File: src/rtl/noc_pkg.sv
// Shared NoC definitions: configure-word layout, field widths and the
// injector FSM state encoding.
package noc_pkg;

    localparam int unsigned DATA_W = 9;
    localparam int unsigned DEST_W = 2;
    localparam int unsigned CFG_W  = DEST_W + DATA_W;

    typedef enum logic [1:0] {
        ST_IDLE  = 2'd0,
        ST_DRIVE = 2'd1,
        ST_GAP   = 2'd2
    } tx_state_e;

    // Word presented on pN_configure; all-zero means idle.
    typedef struct packed {
        logic [DEST_W-1:0] dest;
        logic [DATA_W-1:0] data;
    } cfg_word_t;

endpackage

File: src/rtl/noc_proc_injector_if.sv
// Local processor -> injector message handshake.
//   msg_valid : processor offers a message
//   msg_ready : injector accepts it this cycle
//   msg_dest  : destination router id
//   msg_data  : payload
interface noc_proc_injector_if;
    import noc_pkg::*;

    logic              msg_valid;
    logic              msg_ready;
    logic [DEST_W-1:0] msg_dest;
    logic [DATA_W-1:0] msg_data;

    modport master (output msg_valid, msg_dest, msg_data, input msg_ready);
    modport slave  (input msg_valid, msg_dest, msg_data, output msg_ready);
endinterface

File: src/rtl/noc_tx_fifo.sv
// Message FIFO for the injector. Strict first-in first-out, head read
// combinationally from a registered read pointer.
//   clock, reset        : rising-edge clock, async active-low reset
//   push, push_data     : write (caller guarantees not full)
//   pop                 : read/advance (caller guarantees not empty)
//   head_c              : current head entry
//   full, empty         : registered occupancy flags
//   full_next_c/empty_next_c : flags as they will be after this edge
module noc_tx_fifo #(
    parameter int unsigned DEPTH = 4,
    parameter int unsigned WIDTH = 11
) (
    input  logic             clock,
    input  logic             reset,
    input  logic             push,
    input  logic [WIDTH-1:0] push_data,
    input  logic             pop,
    output logic [WIDTH-1:0] head_c,
    output logic             full,
    output logic             empty,
    output logic             full_next_c,
    output logic             empty_next_c
);
    localparam int unsigned PTR_W = (DEPTH > 1) ? $clog2(DEPTH) : 1;
    localparam int unsigned CNT_W = PTR_W + 1;

    logic [WIDTH-1:0] mem [DEPTH];
    logic [PTR_W-1:0] wr_ptr;
    logic [PTR_W-1:0] rd_ptr;
    logic [CNT_W-1:0] count;
    logic [CNT_W-1:0] count_next;

    assign head_c = mem[rd_ptr];

    // Occupancy after this edge; simultaneous push and pop cancel.
    always_comb begin
        count_next = count;
        if (push && !pop) begin
            count_next = CNT_W'(count + 1'b1);
        end else if (!push && pop) begin
            count_next = CNT_W'(count - 1'b1);
        end
    end

    assign full_next_c  = (count_next == CNT_W'(DEPTH));
    assign empty_next_c = (count_next == '0);

    // Storage needs no reset; pointers and count define validity.
    always_ff @(posedge clock) begin
        if (push) begin
            mem[wr_ptr] <= push_data;
        end
    end

    // Pointers wrap naturally because DEPTH is a power of two.
    always_ff @(posedge clock or negedge reset) begin
        if (!reset) begin
            wr_ptr <= '0;
            rd_ptr <= '0;
            count  <= '0;
            full   <= 1'b0;
            empty  <= 1'b1;
        end else begin
            if (push) wr_ptr <= PTR_W'(wr_ptr + 1'b1);
            if (pop)  rd_ptr <= PTR_W'(rd_ptr + 1'b1);
            count <= count_next;
            full  <= full_next_c;
            empty <= empty_next_c;
        end
    end
endmodule

File: src/rtl/noc_proc_injector.sv
// Queues local processor messages and injects them into the mesh as
// configure words held for HOLD_CYCLES clocks followed by GAP_CYCLES
// clocks of zero.
//   clock, reset    : rising-edge clock, async active-low reset
//   msg             : processor message handshake (slave side)
//   router_ready    : this processor's mesh ready bit
//   block_all_paths : global injection inhibit
//   configure       : {dest, data} to pN_configure, 0 when idle
//   busy            : driving, in gap, or messages queued
//   sent_count      : words launched, modulo 256
//   drop_pulse      : one-cycle pulse when a null message is discarded
module noc_proc_injector
    import noc_pkg::*;
#(
    parameter int unsigned DEPTH       = 4,
    parameter int unsigned HOLD_CYCLES = 3,
    parameter int unsigned GAP_CYCLES  = 1
) (
    input  logic                 clock,
    input  logic                 reset,
    noc_proc_injector_if.slave   msg,
    input  logic                 router_ready,
    input  logic                 block_all_paths,
    output logic [CFG_W-1:0]     configure,
    output logic                 busy,
    output logic [7:0]           sent_count,
    output logic                 drop_pulse
);
    localparam int unsigned HOLD_W = (HOLD_CYCLES > 1) ? $clog2(HOLD_CYCLES) : 1;
    localparam int unsigned GAP_W  = (GAP_CYCLES > 1)  ? $clog2(GAP_CYCLES)  : 1;

    tx_state_e         state, state_next;
    cfg_word_t         cfg_q, cfg_next;
    logic [HOLD_W-1:0] hold_cnt, hold_next;
    logic [GAP_W-1:0]  gap_cnt, gap_next;
    logic [7:0]        sent_q, sent_next;
    logic              ready_q, busy_q, drop_q;

    cfg_word_t         in_word;
    logic              accept, is_null, push, launch_ok, launch;
    logic [CFG_W-1:0]  fifo_head;
    logic              fifo_full, fifo_empty, full_next, empty_next;

    assign in_word   = '{dest: msg.msg_dest, data: msg.msg_data};
    assign accept    = msg.msg_valid && ready_q;
    // An all-zero word would read as idle on the mesh, so it is dropped.
    assign is_null   = (in_word == '0);
    assign push      = accept && !is_null && !fifo_full;
    // The final gap clock doubles as a launch slot so queued words start
    // HOLD_CYCLES + GAP_CYCLES clocks apart.
    assign launch_ok = (state == ST_IDLE) || (state == ST_GAP && gap_cnt == '0);
    assign launch    = launch_ok && !fifo_empty && router_ready && !block_all_paths;

    noc_tx_fifo #(.DEPTH(DEPTH), .WIDTH(CFG_W)) u_fifo (
        .clock        (clock),
        .reset        (reset),
        .push         (push),
        .push_data    (in_word),
        .pop          (launch),
        .head_c       (fifo_head),
        .full         (fifo_full),
        .empty        (fifo_empty),
        .full_next_c  (full_next),
        .empty_next_c (empty_next)
    );

    // State and output registers.
    always_ff @(posedge clock or negedge reset) begin
        if (!reset) begin
            state    <= ST_IDLE;
            cfg_q    <= '0;
            hold_cnt <= '0;
            gap_cnt  <= '0;
            sent_q   <= '0;
            ready_q  <= 1'b0;
            busy_q   <= 1'b0;
            drop_q   <= 1'b0;
        end else begin
            state    <= state_next;
            cfg_q    <= cfg_next;
            hold_cnt <= hold_next;
            gap_cnt  <= gap_next;
            sent_q   <= sent_next;
            ready_q  <= !full_next;
            busy_q   <= (state_next != ST_IDLE) || !empty_next;
            drop_q   <= accept && is_null;
        end
    end

    // Next-state logic.
    always_comb begin
        state_next = state;
        case (state)
            ST_IDLE:  if (launch) state_next = ST_DRIVE;
            ST_DRIVE: if (hold_cnt == '0) state_next = ST_GAP;
            ST_GAP:   if (gap_cnt == '0) state_next = launch ? ST_DRIVE : ST_IDLE;
            default:  state_next = ST_IDLE;
        endcase
    end

    // Output / counter next values.
    always_comb begin
        cfg_next  = cfg_q;
        hold_next = hold_cnt;
        gap_next  = gap_cnt;
        sent_next = sent_q;
        if (launch) begin
            cfg_next  = cfg_word_t'(fifo_head);
            hold_next = HOLD_W'(HOLD_CYCLES - 1);
            sent_next = sent_q + 8'd1;
        end else begin
            case (state)
                ST_DRIVE: begin
                    if (hold_cnt == '0) begin
                        cfg_next = '0;
                        gap_next = GAP_W'(GAP_CYCLES - 1);
                    end else begin
                        hold_next = HOLD_W'(hold_cnt - 1'b1);
                    end
                end
                ST_GAP: begin
                    cfg_next = '0;
                    if (gap_cnt != '0) gap_next = GAP_W'(gap_cnt - 1'b1);
                end
                default: cfg_next = '0;
            endcase
        end
    end

    assign msg.msg_ready = ready_q;
    assign configure     = cfg_q;
    assign busy          = busy_q;
    assign sent_count    = sent_q;
    assign drop_pulse    = drop_q;
endmodule

File: src/flat_wrapper.sv
// flat-port wrapper written by rule: the top's interface ports become plain ports
module noc_proc_injector_flat import noc_pkg::*;
#(
    parameter int unsigned DEPTH       = 4,
    parameter int unsigned HOLD_CYCLES = 3,
    parameter int unsigned GAP_CYCLES  = 1
)
  (clock, reset, router_ready, block_all_paths, configure, busy, sent_count, drop_pulse, msg_msg_valid, msg_msg_dest, msg_msg_data, msg_msg_ready);
  noc_proc_injector_if msg_i ();
  input  logic clock;
  input  logic reset;
  input  logic router_ready;
  input  logic block_all_paths;
  output logic [CFG_W-1:0] configure;
  output logic busy;
  output logic [7:0] sent_count;
  output logic drop_pulse;
  input wire logic [$bits(msg_i.msg_valid)-1:0] msg_msg_valid;
  input wire logic [$bits(msg_i.msg_dest)-1:0] msg_msg_dest;
  input wire logic [$bits(msg_i.msg_data)-1:0] msg_msg_data;
  output wire logic [$bits(msg_i.msg_ready)-1:0] msg_msg_ready;
  assign msg_i.msg_valid = msg_msg_valid;
  assign msg_i.msg_dest = msg_msg_dest;
  assign msg_i.msg_data = msg_msg_data;
  assign msg_msg_ready = msg_i.msg_ready;
  noc_proc_injector #(.DEPTH(DEPTH), .HOLD_CYCLES(HOLD_CYCLES), .GAP_CYCLES(GAP_CYCLES)) u_core (.clock(clock), .reset(reset), .msg(msg_i), .router_ready(router_ready), .block_all_paths(block_all_paths), .configure(configure), .busy(busy), .sent_count(sent_count), .drop_pulse(drop_pulse));
endmodule
File: config.mk
export PLATFORM = sky130hd
export DESIGN_NAME = noc_proc_injector_flat
export DESIGN_NICKNAME = d
export VERILOG_FILES = /design/src/rtl/noc_pkg.sv /design/src/rtl/noc_proc_injector_if.sv /design/src/rtl/noc_tx_fifo.sv /design/src/rtl/noc_proc_injector.sv /design/src/flat_wrapper.sv
export SDC_FILE = /design/constraint.sdc
export NUM_CORES = 1
export LEC_CHECK = 0
export CAP_MARGIN = 20
export CORE_MARGIN = 8
export CORE_UTILIZATION = 49
export CTS_BUF_LIST = sky130_fd_sc_hd__clkbuf_4 sky130_fd_sc_hd__clkbuf_8 sky130_fd_sc_hd__clkbuf_16
export CTS_CLUSTER_SIZE = 40
export DETAILED_ROUTE_END_ITERATION = 16
export PLACE_DENSITY = 0.7
export REMOVE_ABC_BUFFERS = 1
export SLEW_MARGIN = 20
export SYNTH_ARGS = -nofsm -noshare
export SYNTH_HDL_FRONTEND = slang
export SYNTH_SLANG_ARGS = --single-unit
File: constraint.sdc
create_clock -name clock -period 4.1 [get_ports clock]
set_input_delay 1.025 -clock clock [delete_from_list [all_inputs] [get_ports clock]]
set_output_delay 1.025 -clock clock [all_outputs]
set_load 0.01 [all_outputs]
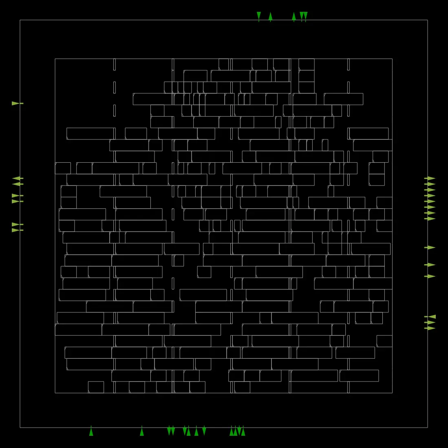
Run 1: cell outlines without signal wires
flop share of the area: 58.2%
# rows: 29
final non-filler cell total: 314
core footprint: 6280 µm²

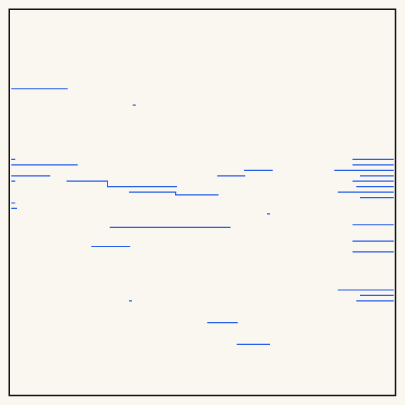
Run 1: M3 wires
(4 px per µm)
longest straight run: 29.9 µm
share of all routed wire: 5.4%
nets with wire on the layer: 24
wire length on this layer: 307 µm
main direction: horizontal
GRT met3 Usage: 4.21%
Vias: 1707
WL final: 5680 µm

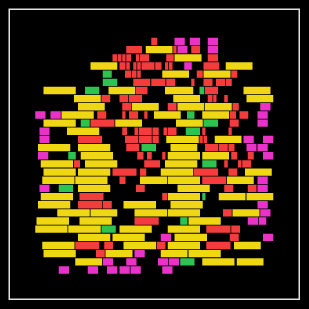
Run 1: placed cells, one colour a class
(3 px per µm)
| class | colour | cells | share of their area |
|---|---|---|---|
| remaining logic cells | red | 103 | 25% |
| clock drivers and dummy loads | green | 16 | 4.7% |
| registers | yellow | 79 | 60% |
| remaining buffers and delay cells | magenta | 39 | 10% |
Final Util: 60.2%
final instance area: 3780 µm²

==> reports/metrics.yaml, run 1 <==
outcome: "completed"
ys_seq_share_pct: 69.8
worstSetupEndpoint: "u_core.busy"
max_slew_margin_pct: 36.6
total_power_mw: 2.45
die_x_um: 96.2
grt_pass1_wl_um: 9050
initialDrtViolationCount: 85
synth_stat.cells: 189
largest_register_ffs: 44
skew_ps: 8.19
p_leak_nw: 1.43
synth-simple-area-share_pct: 7.66
die-height_um: 96.2
final_common_cell: "edfxtp_1"
cts_setup_buffers: 0
grt-busiest-layer: "met2"
n_antenna_cell: 0
cap_violations: 0
clock_cell_area_share_pct: 4.57
vdd_ir_drop_max_mv: 0.317
routedWlPerCell_um: 18.1
fmax_mhz: 312
top_area_cell: "edfxtp_1"
nFillCells: 474
globalRouteMet1Util_pct: 16.1
cts_sinks: 79
num_tap_cells: 77
io_buffer_count: 37
fin_crit_sh_pct: 78.3
synth.area.top_cells: "edfxtp_1 (42%), dfrtp_1 (27%), mux4_2 (7.9%), xnor2_1 (3.3%), ha_1 (3.2%)"
grtUsageMet2_pct: 21.7
## run 1: synthesized netlist by cell type
library cell	n
mux2i_2	1
inv_1	6
nor2b_1	3
a21oi_1	1
and2_1	5
clkbuf_1	2
nor2_1	4
buf_1	3
mux4_2	11
or4b_1	1
nand2_4	1
xor2_2	1
nor4b_1	2
o22ai_1	1
a22o_1	11
nor4_1	2
nand2b_1	2
a2bb2oi_1	1
or2_2	1
nor3_1	1
o21ai_0	3
xor2_1	1
nand2_1	14
buf_6	1
nand4_1	3
ha_1	8
dfrtp_1	34
dfstp_2	1
a311oi_2	2
buf_2	1
xnor2_1	12
and3_1	2
edfxtp_1	44
nand3_1	2
or4_1	1
## run 1: where the power goes
part	internal (mW)	total, mW	switching, mW
clock	0.234	0.507	0.274
combinational	0.393	0.722	0.329
sequential	1.05	1.22	0.171
Run 1, routed metal, one colour a layer:
(4 px per µm) Only two layers are drawn.
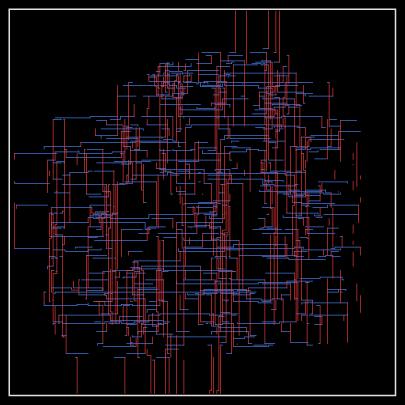

==> run 2: changes to the inputs <==
Settings changed: PLACE_DENSITY 0.7 to 0.72.
Clock period 4.1 ns to 2.8 ns, I/O delays scaled along.
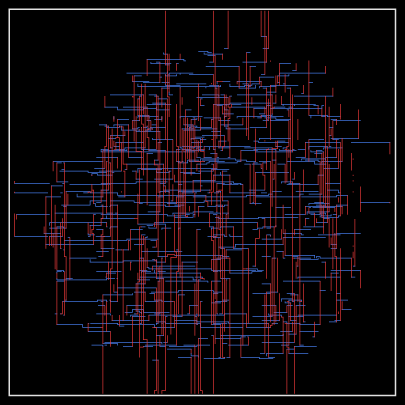
Run 2: routed metal, one colour a layer
(4 px per µm) Only two layers are drawn.
| layer | colour | wire length |
|---|---|---|
| M1 | blue | 2450 µm |
| M2 | red | 3070 µm |
Global Route Usage Sum: 14.5%
WL final: 5990 µm
WL per Instance: 17.9 µm
Vias: 1806

==> run 2 against run 1 <==
- count of clock-buffer cells in the layout down 1
- flip-flop count stayed put
- synthesized area did not move
- non-clock buffer count grew 21
- critical path depth unchanged
- via count up 5.8%
- hold slack barely moved
- sequential share of layout area fell by 3.1 points
- die area unchanged
- sequential power grew 43%
- largest power group unchanged
==> reports/metrics.yaml, run 2 <==
power_frac_seq_pct: 45.1  # -4.6 points
synth-async-reset-ratio_pct: 44.3  # unchanged
synth.most_common_cell: "edfxtp_1"
globalRouteMet1Util_pct: 16.3  # +0.20 points
outcome: "completed"
synth-simple-area-share_pct: 7.66  # unchanged
final_area_um2: 3990  # +5.6%
rows: 29  # unchanged
final_common_cell: "edfxtp_1"
final_cell_count_no_fill: 335  # +6.7%
p_int_mw: 2.71  # +62%
yosys_most_used_dff: "edfxtp_1"
grtUsageMet2_pct: 24.4  # +2.7 points
vdd_ir_drop_max_mv: 0.525  # +65%
comb_power_share_pct: 30.6  # +1.1 points
io_buffer_count: 37  # unchanged
largest_register_ffs: 44  # unchanged
p_leak_nw: 1.56  # +9.2%
p_clk_share_pct: 24.3  # +3.6 points
cts_setup_buffers: 0  # unchanged
max_slew_margin_pct: 59.1  # +23 points
p_sw_share_pct: 30.2  # -1.4 points
synth_stat.cells: 189  # unchanged
die-height_um: 96.2  # unchanged
cap_violations: 0  # unchanged
grt_pass1_wl_um: 9630  # +6.5%
nFillCells: 461  # -2.7%
skew_ps: 8.18  # -0.0156 ps
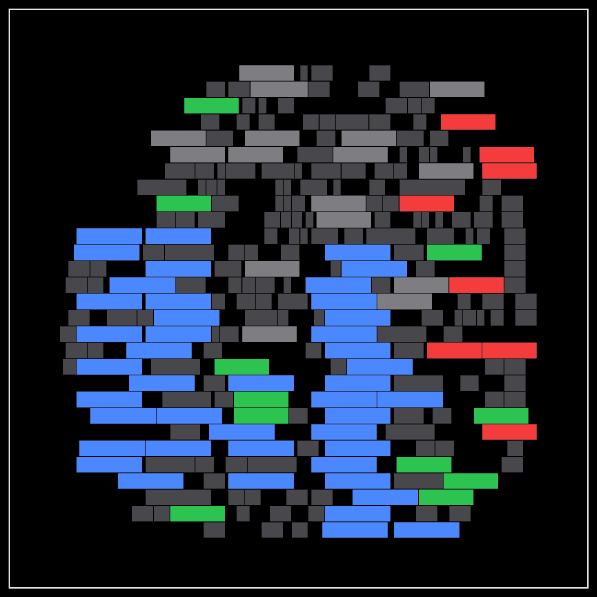
Run 2: register map, names as in the netlist
(6 px per µm) Other sequential cells in the stronger grey, the rest of the logic in the fainter grey.
| name in the netlist | colour | placed flops |
|---|---|---|
| u_core.u_fifo.mem | blue | 44 |
| u_core.sent_count | red | 8 |
| u_core.configure | green | 11 |
flop share of the area: 55.1%
P_seq: 1.75 mW
register area: 2200 µm²
Final Util: 63.6%

==> run 2: final timing paths <==
check | start | to | slack [ps] | depth (start not counted)
worst max-delay path | msg_msg_data[0] | u_core.u_fifo.mem[1][7] | 290 | 6
worst min-delay path | u_core.sent_count[7] | u_core.sent_count[7] | 470 | 1
worst max register to register | u_core.state[0] | u_core.busy | 840 | 5
worst min register to register | u_core.sent_count[7] | u_core.sent_count[7] | 470 | 1
max in group asynchronous | reset | u_core.u_fifo.empty | 1680 | 2
min in group asynchronous | reset | u_core.configure[4] | 760 | 2
==> run 2: power groups by stage <==
stage                     Sequential (mW)  Clock (mW)  Combinational [mW]
final                                1.75       0.945                1.19
after floorplan                      1.77           0               0.664
after global routing                 1.79        1.02                1.32
after global placement               1.76           0                1.18
after detailed placement             1.78           0                1.20
after CTS                            1.75       0.963                1.21
==> run 3: changes to the inputs <==
Settings changed: SLEW_MARGIN 20 to default.
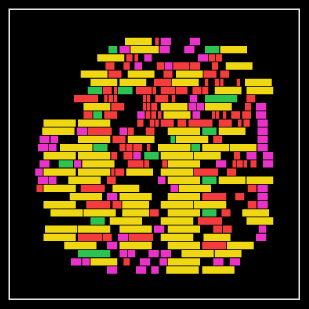
Run 3: placed cells, one colour a class
(3 px per µm)
| class | colour | cells | share of their area |
|---|---|---|---|
| remaining buffers and delay cells | magenta | 60 | 14% |
| remaining logic cells | red | 103 | 24% |
| clock drivers and dummy loads | green | 16 | 5.9% |
| registers | yellow | 79 | 56% |
final instance area: 3990 µm²

==> run 3 against run 2 <==
- via count did not move
- fmax did not move
- critical path depth did not move
- clock power barely moved
- hold slack did not move
- register-to-register slack barely moved
- worst setup slack did not move
- sequential power barely moved
- non-clock buffer count did not move
- combinational power barely moved
==> reports/metrics.yaml, run 3 <==
synth-simple-area-share_pct: 7.66  # unchanged
io_buffer_count: 37  # unchanged
crit_start: "msg_msg_data[0]"
yosys_most_used_dff: "edfxtp_1"
vdd_ir_drop_max_mv: 0.525  # unchanged
final_common_cell: "edfxtp_1"
p_int_mw: 2.71  # unchanged
globalRouteMet1Util_pct: 16.3  # unchanged
p_leak_nw: 1.56  # unchanged
drt-total-wl_um: 5990  # unchanged
utilization_pct: 63.6  # unchanged
synth_stat.cells: 189  # unchanged
crit_cells: 6  # unchanged
routedWlPerCell_um: 17.9  # unchanged
largest_register_ffs: 44  # unchanged
outcome: "completed"
rows: 29  # unchanged
synth.most_common_cell: "edfxtp_1"
p_comb_mw: 1.19  # about the same
p_clk_share_pct: 24.3  # about the same
min_path_cells: 1  # unchanged
max_slew_margin_pct: 59.1  # unchanged
power_leader: "sequential cells"
r2r_slack_ps: 840  # about the same
p_sw_share_pct: 30.2  # unchanged
holdPathEnd: "u_core.sent_count[7]"
die-height_um: 96.2  # unchanged
cts_setup_buffers: 0  # unchanged
comb_power_share_pct: 30.6  # about the same
grt.total_usage_pct: 14.5  # unchanged
regToRegEndpoint: "u_core.busy"
grtUsageMet2_pct: 24.4  # unchanged
power_frac_seq_pct: 45.1  # about the same
final_cell_count_no_fill: 335  # unchanged
worstSetupEndpoint: "u_core.u_fifo.mem[1][7]"
skew_ps: 8.18  # unchanged
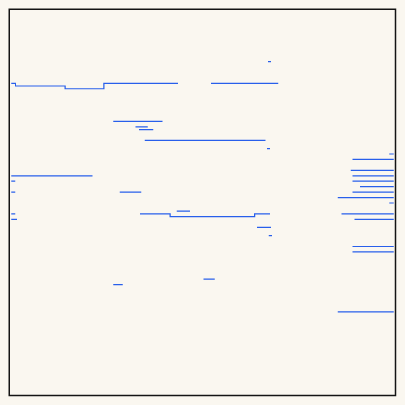
Run 3: M3 wires
(4 px per µm)
share of all routed wire: 5.2%
wire length on this layer: 311 µm
nets with wire on the layer: 26
main direction: horizontal
longest straight run: 29.9 µm
GRT met3 Usage: 3.98%

run 3: cell counts in the layout (fill, tap and decap cells not counted):
No cell type changed its count.
run 3: area by class of cell:
type / count / area, µm²
multi-input cells: 97 / 901
clock buffers: 10 / 138
fillers: 461 / 2290
repair buffers: 60 / 543
flip-flops and latches: 79 / 2200
well taps: 77 / 96.3
inverters: 6 / 22.5
clock inverters: 6 / 91.3
run 3: layer usage:
metal	wire length, µm	vias to the layer above
met2	3070	39
met3	311	13
met4	156	0
met1	2450	913
met5	0	-
li1	-	841
run 3: kinds of logic (layout without fill, tap and decap cells):
group                    after synthesis  in the layout
flip-flops                            79             79
AND/OR/NAND/NOR                       44             44
AND-OR/OR-AND                         19             19
XOR/XNOR                              14             14
buffers and inverters                 13             82
multiplexers                          12             12
adder cells (fa/ha/maj)                8              8
Power and IR drop assume default switching activity.
